===== src/rtl/regression_predictor_pkg.sv =====
// Shared defaults, saturation limits and FSM encoding for the regression predictor.
package regression_predictor_pkg;

  localparam int unsigned DefWidth = 20;
  localparam int unsigned DefFrac  = 10;

  // Largest and smallest representable two's-complement values for a given width.
  function automatic longint sat_hi(input int unsigned w);
    return (longint'(1) <<< (w - 1)) - 1;
  endfunction

  function automatic longint sat_lo(input int unsigned w);
    return -(longint'(1) <<< (w - 1));
  endfunction

  typedef enum logic [1:0] {
    StIdle  = 2'd0,
    StRun   = 2'd1,
    StDrain = 2'd2
  } state_e;

endpackage


===== src/rtl/regression_predictor_if.sv =====
// Coefficient, sample and prediction signals of the regression predictor.
interface regression_predictor_if
  import regression_predictor_pkg::*;
#(
  parameter int unsigned WIDTH = DefWidth
) ();

  logic             coef_load;
  logic [WIDTH-1:0] b_1_in;
  logic [WIDTH-1:0] b_0_in;
  logic             x_valid;
  logic [WIDTH-1:0] x_data;
  logic             x_ready;
  logic             y_valid;
  logic [WIDTH-1:0] y_data;
  logic             y_ready;
  logic             sat;
  logic [15:0]      count;

  modport master (
    output coef_load, b_1_in, b_0_in, x_valid, x_data, y_ready,
    input  x_ready, y_valid, y_data, sat, count
  );

  modport slave (
    input  coef_load, b_1_in, b_0_in, x_valid, x_data, y_ready,
    output x_ready, y_valid, y_data, sat, count
  );

endinterface


===== src/rtl/predictor_pipe.sv =====
// Two-stage multiply / shift-add-saturate pipeline with valid/ready stall control.
module predictor_pipe
  import regression_predictor_pkg::*;
#(
  parameter int unsigned Width = DefWidth,
  parameter int unsigned Frac  = DefFrac
) (
  input  logic             clk_i,
  input  logic             rst_ni,
  input  logic             in_fire_i,
  input  logic [Width-1:0] in_data_i,
  input  logic [Width-1:0] b1_i,
  input  logic [Width-1:0] b0_i,
  input  logic             y_ready_i,
  output logic             en1_o,
  output logic             v1_o,
  output logic             v2_o,
  output logic [Width-1:0] y_data_o,
  output logic             sat_evt_o
);

  localparam int unsigned PW = 2 * Width;

  localparam logic signed [PW:0]    SumHi = (PW + 1)'(sat_hi(Width));
  localparam logic signed [PW:0]    SumLo = (PW + 1)'(sat_lo(Width));
  localparam logic [Width-1:0]      YHi   = Width'(sat_hi(Width));
  localparam logic [Width-1:0]      YLo   = Width'(sat_lo(Width));

  logic                 v1_q, v1_d, v2_q, v2_d;
  logic signed [PW-1:0] p_q, p_d;
  logic [Width-1:0]     y_q, y_d;
  logic                 en1, en2;
  logic signed [PW-1:0] x_ext, b1_ext, prod, p_sh;
  logic signed [PW:0]   sum;
  logic                 over, under;
  logic [Width-1:0]     y_sat;

  // Stall chain, full-width product and saturating shift-add.
  always_comb begin
    en2    = ~v2_q | y_ready_i;
    en1    = ~v1_q | en2;
    x_ext  = $signed({{Width{in_data_i[Width-1]}}, in_data_i});
    b1_ext = $signed({{Width{b1_i[Width-1]}}, b1_i});
    prod   = x_ext * b1_ext;
    p_sh   = p_q >>> Frac;
    sum    = $signed({p_sh[PW-1], p_sh}) + $signed({{(PW + 1 - Width){b0_i[Width-1]}}, b0_i});
    over   = sum > SumHi;
    under  = sum < SumLo;
    if (over) begin
      y_sat = YHi;
    end else if (under) begin
      y_sat = YLo;
    end else begin
      y_sat = sum[Width-1:0];
    end
  end

  // Next-state for both stages; a stage only moves when its enable allows it.
  always_comb begin
    v1_d      = v1_q;
    p_d       = p_q;
    v2_d      = v2_q;
    y_d       = y_q;
    sat_evt_o = 1'b0;
    if (en1) begin
      v1_d = in_fire_i;
      if (in_fire_i) begin
        p_d = prod;
      end
    end
    if (en2) begin
      v2_d = v1_q;
      if (v1_q) begin
        y_d       = y_sat;
        sat_evt_o = over | under;
      end
    end
  end

  // Pipeline registers.
  always_ff @(posedge clk_i or negedge rst_ni) begin
    if (!rst_ni) begin
      v1_q <= 1'b0;
      p_q  <= '0;
      v2_q <= 1'b0;
      y_q  <= '0;
    end else begin
      v1_q <= v1_d;
      p_q  <= p_d;
      v2_q <= v2_d;
      y_q  <= y_d;
    end
  end

  assign en1_o    = en1;
  assign v1_o     = v1_q;
  assign v2_o     = v2_q;
  assign y_data_o = y_q;

endmodule


===== src/rtl/regression_predictor.sv =====
// Streaming y = b_0 + b_1*x predictor with safe coefficient switching.
module regression_predictor
  import regression_predictor_pkg::*;
#(
  parameter int unsigned WIDTH = DefWidth,
  parameter int unsigned FRAC  = DefFrac
) (
  input logic                   clk,
  input logic                   rst,
  regression_predictor_if.slave bus
);

  state_e           state_q, state_d;
  logic [WIDTH-1:0] b1_q, b1_d, b0_q, b0_d;
  logic [WIDTH-1:0] sh_b1_q, sh_b1_d, sh_b0_q, sh_b0_d;
  logic             sat_q, sat_d;
  logic [15:0]      count_q, count_d;
  logic             clear;
  logic             en1, v1, v2, sat_evt, empty, x_ready, x_fire, y_fire;
  logic [WIDTH-1:0] y_data;

  assign empty   = ~v1 & ~v2;
  assign x_ready = (state_q == StRun) & en1;
  assign x_fire  = bus.x_valid & x_ready;
  assign y_fire  = v2 & bus.y_ready;

  // Coefficient FSM: load directly when the pipe is empty, else park in shadow and drain.
  always_comb begin
    state_d = state_q;
    b1_d    = b1_q;
    b0_d    = b0_q;
    sh_b1_d = sh_b1_q;
    sh_b0_d = sh_b0_q;
    clear   = 1'b0;
    unique case (state_q)
      StIdle: begin
        if (bus.coef_load) begin
          b1_d    = bus.b_1_in;
          b0_d    = bus.b_0_in;
          clear   = 1'b1;
          state_d = StRun;
        end
      end
      StRun: begin
        if (bus.coef_load) begin
          if (empty) begin
            b1_d  = bus.b_1_in;
            b0_d  = bus.b_0_in;
            clear = 1'b1;
          end else begin
            sh_b1_d = bus.b_1_in;
            sh_b0_d = bus.b_0_in;
            state_d = StDrain;
          end
        end
      end
      StDrain: begin
        if (bus.coef_load) begin
          sh_b1_d = bus.b_1_in;
          sh_b0_d = bus.b_0_in;
        end
        if (empty) begin
          // A load landing on the exit cycle is the newest value.
          b1_d    = bus.coef_load ? bus.b_1_in : sh_b1_q;
          b0_d    = bus.coef_load ? bus.b_0_in : sh_b0_q;
          clear   = 1'b1;
          state_d = StRun;
        end
      end
      default: state_d = StIdle;
    endcase
  end

  // Sticky saturation flag and handshake counter; a coefficient switch clears both.
  always_comb begin
    sat_d   = clear ? 1'b0 : (sat_q | sat_evt);
    count_d = clear ? 16'd0 : (count_q + 16'(y_fire));
  end

  // Control and coefficient state.
  always_ff @(posedge clk or negedge rst) begin
    if (!rst) begin
      state_q <= StIdle;
      b1_q    <= '0;
      b0_q    <= '0;
      sh_b1_q <= '0;
      sh_b0_q <= '0;
      sat_q   <= 1'b0;
      count_q <= 16'd0;
    end else begin
      state_q <= state_d;
      b1_q    <= b1_d;
      b0_q    <= b0_d;
      sh_b1_q <= sh_b1_d;
      sh_b0_q <= sh_b0_d;
      sat_q   <= sat_d;
      count_q <= count_d;
    end
  end

  // Stage 1 multiplies by b1_d so a sample accepted on a direct-load cycle uses the new set.
  predictor_pipe #(
    .Width(WIDTH),
    .Frac (FRAC)
  ) u_pipe (
    .clk_i    (clk),
    .rst_ni   (rst),
    .in_fire_i(x_fire),
    .in_data_i(bus.x_data),
    .b1_i     (b1_d),
    .b0_i     (b0_q),
    .y_ready_i(bus.y_ready),
    .en1_o    (en1),
    .v1_o     (v1),
    .v2_o     (v2),
    .y_data_o (y_data),
    .sat_evt_o(sat_evt)
  );

  assign bus.x_ready = x_ready;
  assign bus.y_valid = v2;
  assign bus.y_data  = y_data;
  assign bus.sat     = sat_q;
  assign bus.count   = count_q;

endmodule


===== src/flat_wrapper.sv =====
// flat-port wrapper written by rule: the top's interface ports become plain ports
module regression_predictor_flat import regression_predictor_pkg::*;
#(
  parameter int unsigned WIDTH = DefWidth,
  parameter int unsigned FRAC  = DefFrac
)
  (clk, rst, bus_coef_load, bus_b_1_in, bus_b_0_in, bus_x_valid, bus_x_data, bus_y_ready, bus_x_ready, bus_y_valid, bus_y_data, bus_sat, bus_count);
  regression_predictor_if #(.WIDTH(WIDTH)) bus_i ();
  input logic clk;
  input logic rst;
  input wire logic [$bits(bus_i.coef_load)-1:0] bus_coef_load;
  input wire logic [$bits(bus_i.b_1_in)-1:0] bus_b_1_in;
  input wire logic [$bits(bus_i.b_0_in)-1:0] bus_b_0_in;
  input wire logic [$bits(bus_i.x_valid)-1:0] bus_x_valid;
  input wire logic [$bits(bus_i.x_data)-1:0] bus_x_data;
  input wire logic [$bits(bus_i.y_ready)-1:0] bus_y_ready;
  output wire logic [$bits(bus_i.x_ready)-1:0] bus_x_ready;
  output wire logic [$bits(bus_i.y_valid)-1:0] bus_y_valid;
  output wire logic [$bits(bus_i.y_data)-1:0] bus_y_data;
  output wire logic [$bits(bus_i.sat)-1:0] bus_sat;
  output wire logic [$bits(bus_i.count)-1:0] bus_count;
  assign bus_i.coef_load = bus_coef_load;
  assign bus_i.b_1_in = bus_b_1_in;
  assign bus_i.b_0_in = bus_b_0_in;
  assign bus_i.x_valid = bus_x_valid;
  assign bus_i.x_data = bus_x_data;
  assign bus_i.y_ready = bus_y_ready;
  assign bus_x_ready = bus_i.x_ready;
  assign bus_y_valid = bus_i.y_valid;
  assign bus_y_data = bus_i.y_data;
  assign bus_sat = bus_i.sat;
  assign bus_count = bus_i.count;
  regression_predictor #(.WIDTH(WIDTH), .FRAC(FRAC)) u_core (.clk(clk), .rst(rst), .bus(bus_i));
endmodule

===== config.mk =====
export PLATFORM = sky130hd
export DESIGN_NAME = regression_predictor_flat
export DESIGN_NICKNAME = d
export VERILOG_FILES = /design/src/rtl/regression_predictor_pkg.sv /design/src/rtl/regression_predictor_if.sv /design/src/rtl/predictor_pipe.sv /design/src/rtl/regression_predictor.sv /design/src/flat_wrapper.sv
export SDC_FILE = /design/constraint.sdc
export NUM_CORES = 2
export LEC_CHECK = 0
export CAP_MARGIN = 20
export CORE_MARGIN = 2
export CORE_UTILIZATION = 55
export DETAILED_ROUTE_END_ITERATION = 16
export GPL_TIMING_DRIVEN = 0
export PLACE_DENSITY = 0.7
export SETUP_SLACK_MARGIN = 0.5
export SLEW_MARGIN = 20
export SYNTH_ARGS = -nofsm -noshare
export SYNTH_HDL_FRONTEND = slang
export SYNTH_HIERARCHICAL = 1
export SYNTH_SLANG_ARGS = --single-unit

===== constraint.sdc =====
create_clock -name clk -period 12.4 [get_ports clk]
set_clock_uncertainty 0.2 [all_clocks]
set_input_delay 1.86 -clock clk [delete_from_list [all_inputs] [get_ports clk]]
set_output_delay 1.86 -clock clk [all_outputs]
set_load 0.02 [all_outputs]

Figure 1. Routed metal, one colour a layer (run 1).
Two of the layers only.
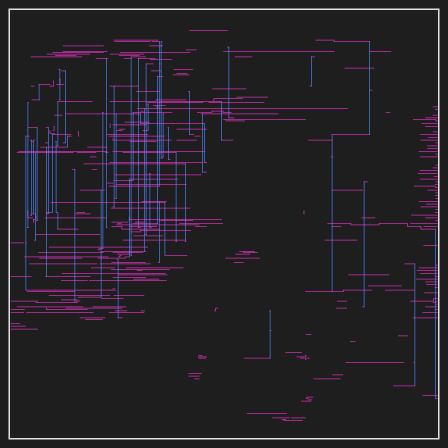
metal 3 -> magenta  # wire length 3810 microns
metal 4 -> blue  # wire length 2270 microns

Figure 2. The clock network (run 1).
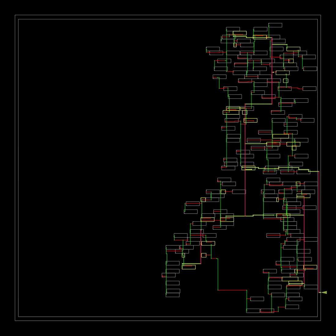
Insertion Delay late pin: 0.44 ns
Flop Count: 151
# clock sinks: 151

Figure 3. The metal 2 layer (run 1).
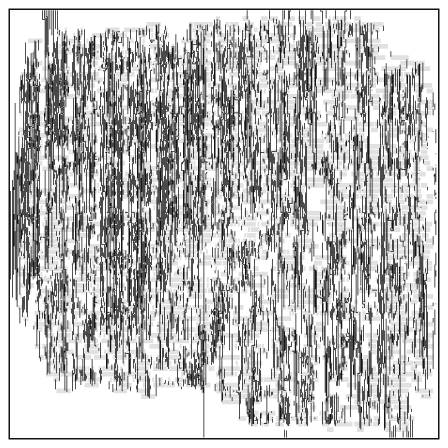
share of all routed wire = 49%
longest straight run = 90.6 microns
nets with wire on the layer = 2719
main direction = vertical
wire length on this layer = 30.3 mm
met2 usage: 50.0%
Vias: 17000
final wirelength: 62000 microns

==> impl_metrics.json, run 1 <==
{
  "dp.cells": 3025,
  "aoi_share_pct": 8.93,
  "cts-root-buf": "clkbuf_16",
  "edf_count": 0,
  "grt_pass1_vias": 18300,
  "synth_top_cell_by_count": "inv_1",
  "register_area_sq_um": 3780,
  "path_clk_slew_ns": 0.06,
  "pin_count": 104,
  "tns_ns": 0,
  "criticalPathCategory": "input pin to flop",
  "hp-start": "u_core/u_pipe/y_data_o[17]",
  "grt_pass1_wl_microns": 99800,
  "gr-max-usage-layer": "met2",
  "track_usage_pct": 29.6,
  "top_layer_used": "met4",
  "critPathCapture": "u_core/u_pipe/p_q[39]",
  "cp-start-kind": "input pin",
  "status": "complete, no violations",
  "r2r-end": "u_core/u_pipe/p_q[39]",
  "use_met1_pct": 39.4,
  "avgSynthCellArea_sq_um": 9.69,
  "ctsHoldBuffers": 0,
  "lay_top_cells": "inv_1, fa_1, nand2_1",
  "ys_types": 84,
  "area_share_clock_buf_inv_pct": 2.37,
  "clk_path_buf_depth": 2,
  "min_path_cells": 2,
  "end_kind": "flop",
  "maxSlewViolCount": 0,
  "adder_share_pct": 43.5,
  "nClkBuffers": 18,
  "drive_above_1_share_pct": 6.16,
  "fill_cells": 3585,
  "ys_cells": 2401,
  "sh_comb_area_pct": 67.6,
  "mux_share_pct": 3.81,
  "largest-register": "u_core/u_pipe/p_q",
  "final.period_utilization_pct": 88.3,
  "maxCapViolCount": 0,
  "fin_area_sq_um": 25400,
  "nNetsFinal": 3126,
  "gp_congestion": 0.937,
  "post-cts-setup-buffer-count": 0,
  "viasPerCell": 5.57,
  "slowest_delay_ns": 0.62,
  "synth_chip_area_sq_um": 23300,
  "wl_met3_microns": 3810,
  "synthesis.instances": 2401,
  "synth_area_sq_um": 23300,
  "path_max_fanout": 10,
  "buffers": 206,
  "yosysWarnings": 6,
  "worst_pin_slew_ns": 0.922,
  "die-area_sq_um": 43900
}
Figure 4. Signal wires on met4 (run 1).
Bar = 50 microns.
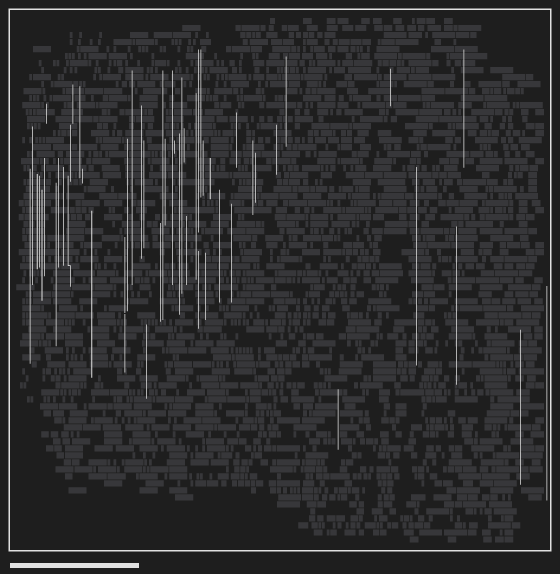

==> run 2: changes to the inputs <==
CORE_ASPECT_RATIO = 1.75   (was not set)
Figure 5. Signal wires on met4 (run 2).
Bar = 50 microns.
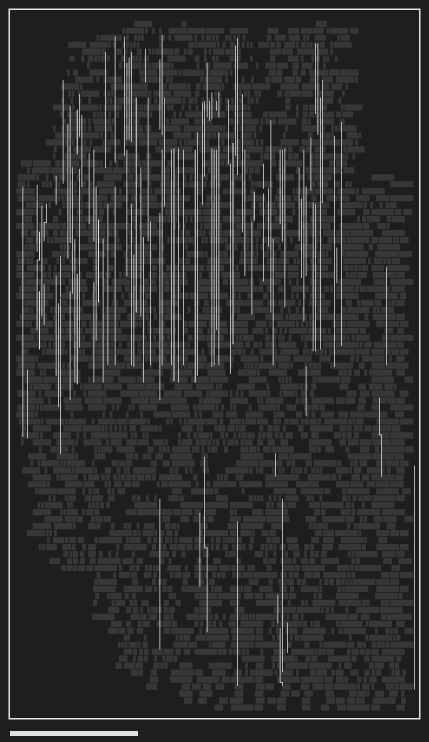
longest straight run = 97.9 microns
nets with wire on the layer = 98
main direction = vertical
final wirelength: 63000 microns
Vias: 17300

==> impl_metrics.json, run 2 <==
{
  "status": "complete, no violations",
  "ys_cells": 2401,
  "gr-max-usage-layer": "met2",
  "criticalPathCategory": "input pin to flop",
  "wl_per_cell_microns": 20.5,
  "grt_pass1_vias": 19000,
  "pin_count": 104,
  "sh_comb_area_pct": 67.7,
  "largest_class": "logic gates",
  "synth_area_sq_um": 23300,
  "drive_above_1_share_pct": 6.16,
  "synth_top_cell_by_count": "inv_1",
  "cp.depth": 27,
  "synthesis.instances": 2401,
  "area_share_clock_buf_inv_pct": 2.24,
  "fin_area_sq_um": 25400,
  "clk_latency_ns": 0.43,
  "buffers": 206,
  "edf_count": 0,
  "r2r-end": "u_core/u_pipe/p_q[39]",
  "h-tree-depth": 4,
  "critPathCapture": "u_core/u_pipe/p_q[39]",
  "firstDrtPassIters": 7,
  "end_kind": "flop",
  "dp.cells": 3041,
  "required_ns": 12.50,
  "register_area_sq_um": 3780,
  "wl_met3_microns": 2860,
  "synth_nets": 3022,
  "top_layer_used": "met4",
  "mux_share_pct": 3.81,
  "seq_cells": 151,
  "hp-start": "u_core/u_pipe/p_q[35]",
  "use_met2_pct": 53.8,
  "ys_types": 84,
  "ctsHoldBuffers": 0,
  "diodes": 0,
  "maxCapViolCount": 0,
  "slowest_delay_ns": 0.65,
  "path_max_fanout": 10,
  "die-area_sq_um": 44000,
  "xor_share_pct": 2.71,
  "track_usage_pct": 29.4,
  "min_path_cells": 2,
  "cts-root-buf": "clkbuf_16",
  "final.period_utilization_pct": 87.6,
  "largest-register": "u_core/u_pipe/p_q",
  "logic_gates": 1687,
  "cp_num_buf_inv": 7,
  "nNetsFinal": 3126,
  "nClkBuffers": 22,
  "worst_pin_slew_ns": 1.01,
  "fill_cells": 3531,
  "clk_path_buf_depth": 2,
  "holdWs_ns": 0.287,
  "cp-start-kind": "input pin",
  "lay_top_cells": "inv_1, fa_1, nand2_1",
  "tns_ns": 0,
  "use_met1_pct": 31.2,
  "post-cts-setup-buffer-count": 0,
  "viasPerCell": 5.63,
  "adder_share_pct": 43.5,
  "route.detailed.drc": 0
}
==> run 3: changes to the inputs <==
ABC_AREA = 1   (was not set)
PLACE_DENSITY = not set   (was 0.7)
PLACE_DENSITY_LB_ADDON = 0.12   (was not set)
Figure 6. Drive-strength map (run 3).
Bar = 50 microns.
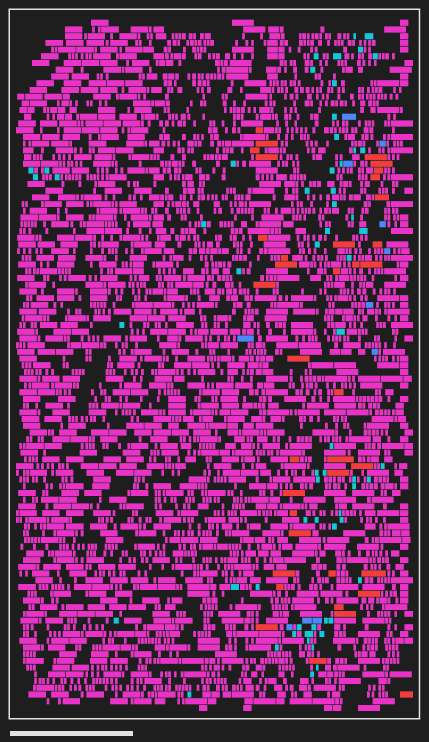
_0 and _1 cells -> magenta  # cells 3406, most used nand2_1
_6 and larger -> red  # cells 37, most used clkbuf_16
_2 cells -> cyan  # cells 61, most used buf_2
_3 and _4 cells -> blue  # cells 11, most used buf_4

==> impl_metrics.json, run 3 <==
{
  "status": "complete, no violations",
  "tns_ns": 0,
  "cp-start-kind": "input pin",
  "die-area_sq_um": 47500,
  "area.growth.synth_to_final_pct": 8.67,
  "sh_comb_area_pct": 64.0,
  "largest_class": "logic gates",
  "route.detailed.drc": 0,
  "grt_pass1_vias": 23300,
  "end_kind": "flop",
  "diodes": 0,
  "wl_per_cell_microns": 18.6,
  "gr-max-usage-layer": "met2",
  "hp-start": "u_core/u_pipe/y_data_o[9]",
  "slowest_delay_ns": 0.79,
  "lay_top_cells": "nand2_1, inv_1, fa_1",
  "worst_pin_slew_ns": 0.990,
  "clk_latency_ns": 0.45,
  "fill_cells": 4265,
  "fin_area_sq_um": 27300,
  "logic_gates": 2238,
  "top_layer_used": "met4",
  "synth_top_cell_by_count": "nand2_1",
  "critPathCapture": "u_core/u_pipe/p_q[36]",
  "cp.depth": 28,
  "seq_cells": 151,
  "clkSinkCount": 151,
  "maxCapViolCount": 0,
  "wirelength_microns": 76200,
  "cp_num_buf_inv": 8,
  "register_area_sq_um": 3780,
  "final.period_utilization_pct": 85.7,
  "use_met2_pct": 63.7,
  "dp.cells": 4061,
  "synth_area_sq_um": 25100,
  "criticalPathCategory": "input pin to flop",
  "drive_above_1_share_pct": 3.10,
  "h-tree-depth": 4,
  "xor_share_pct": 1.53,
  "use_met1_pct": 32.3,
  "num_vias": 21400,
  "viasPerCell": 5.23,
  "buffers": 204,
  "area_share_clock_buf_inv_pct": 2.14,
  "holdWs_ns": 0.275,
  "ys_types": 45,
  "min_path_cells": 2,
  "largest-register": "u_core/u_pipe/p_q",
  "path_common_cell": "fa_1",
  "r2r-end": "u_core/u_pipe/p_q[36]",
  "cts-root-buf": "clkbuf_16",
  "track_usage_pct": 33.9,
  "synthesis.instances": 3399,
  "mux_share_pct": 0,
  "warnings": 29,
  "nClkBuffers": 17,
  "wl_met2_microns": 40900,
  "firstDrtPassIters": 6,
  "cts_tree": "done",
  "post-cts-setup-buffer-count": 0
}
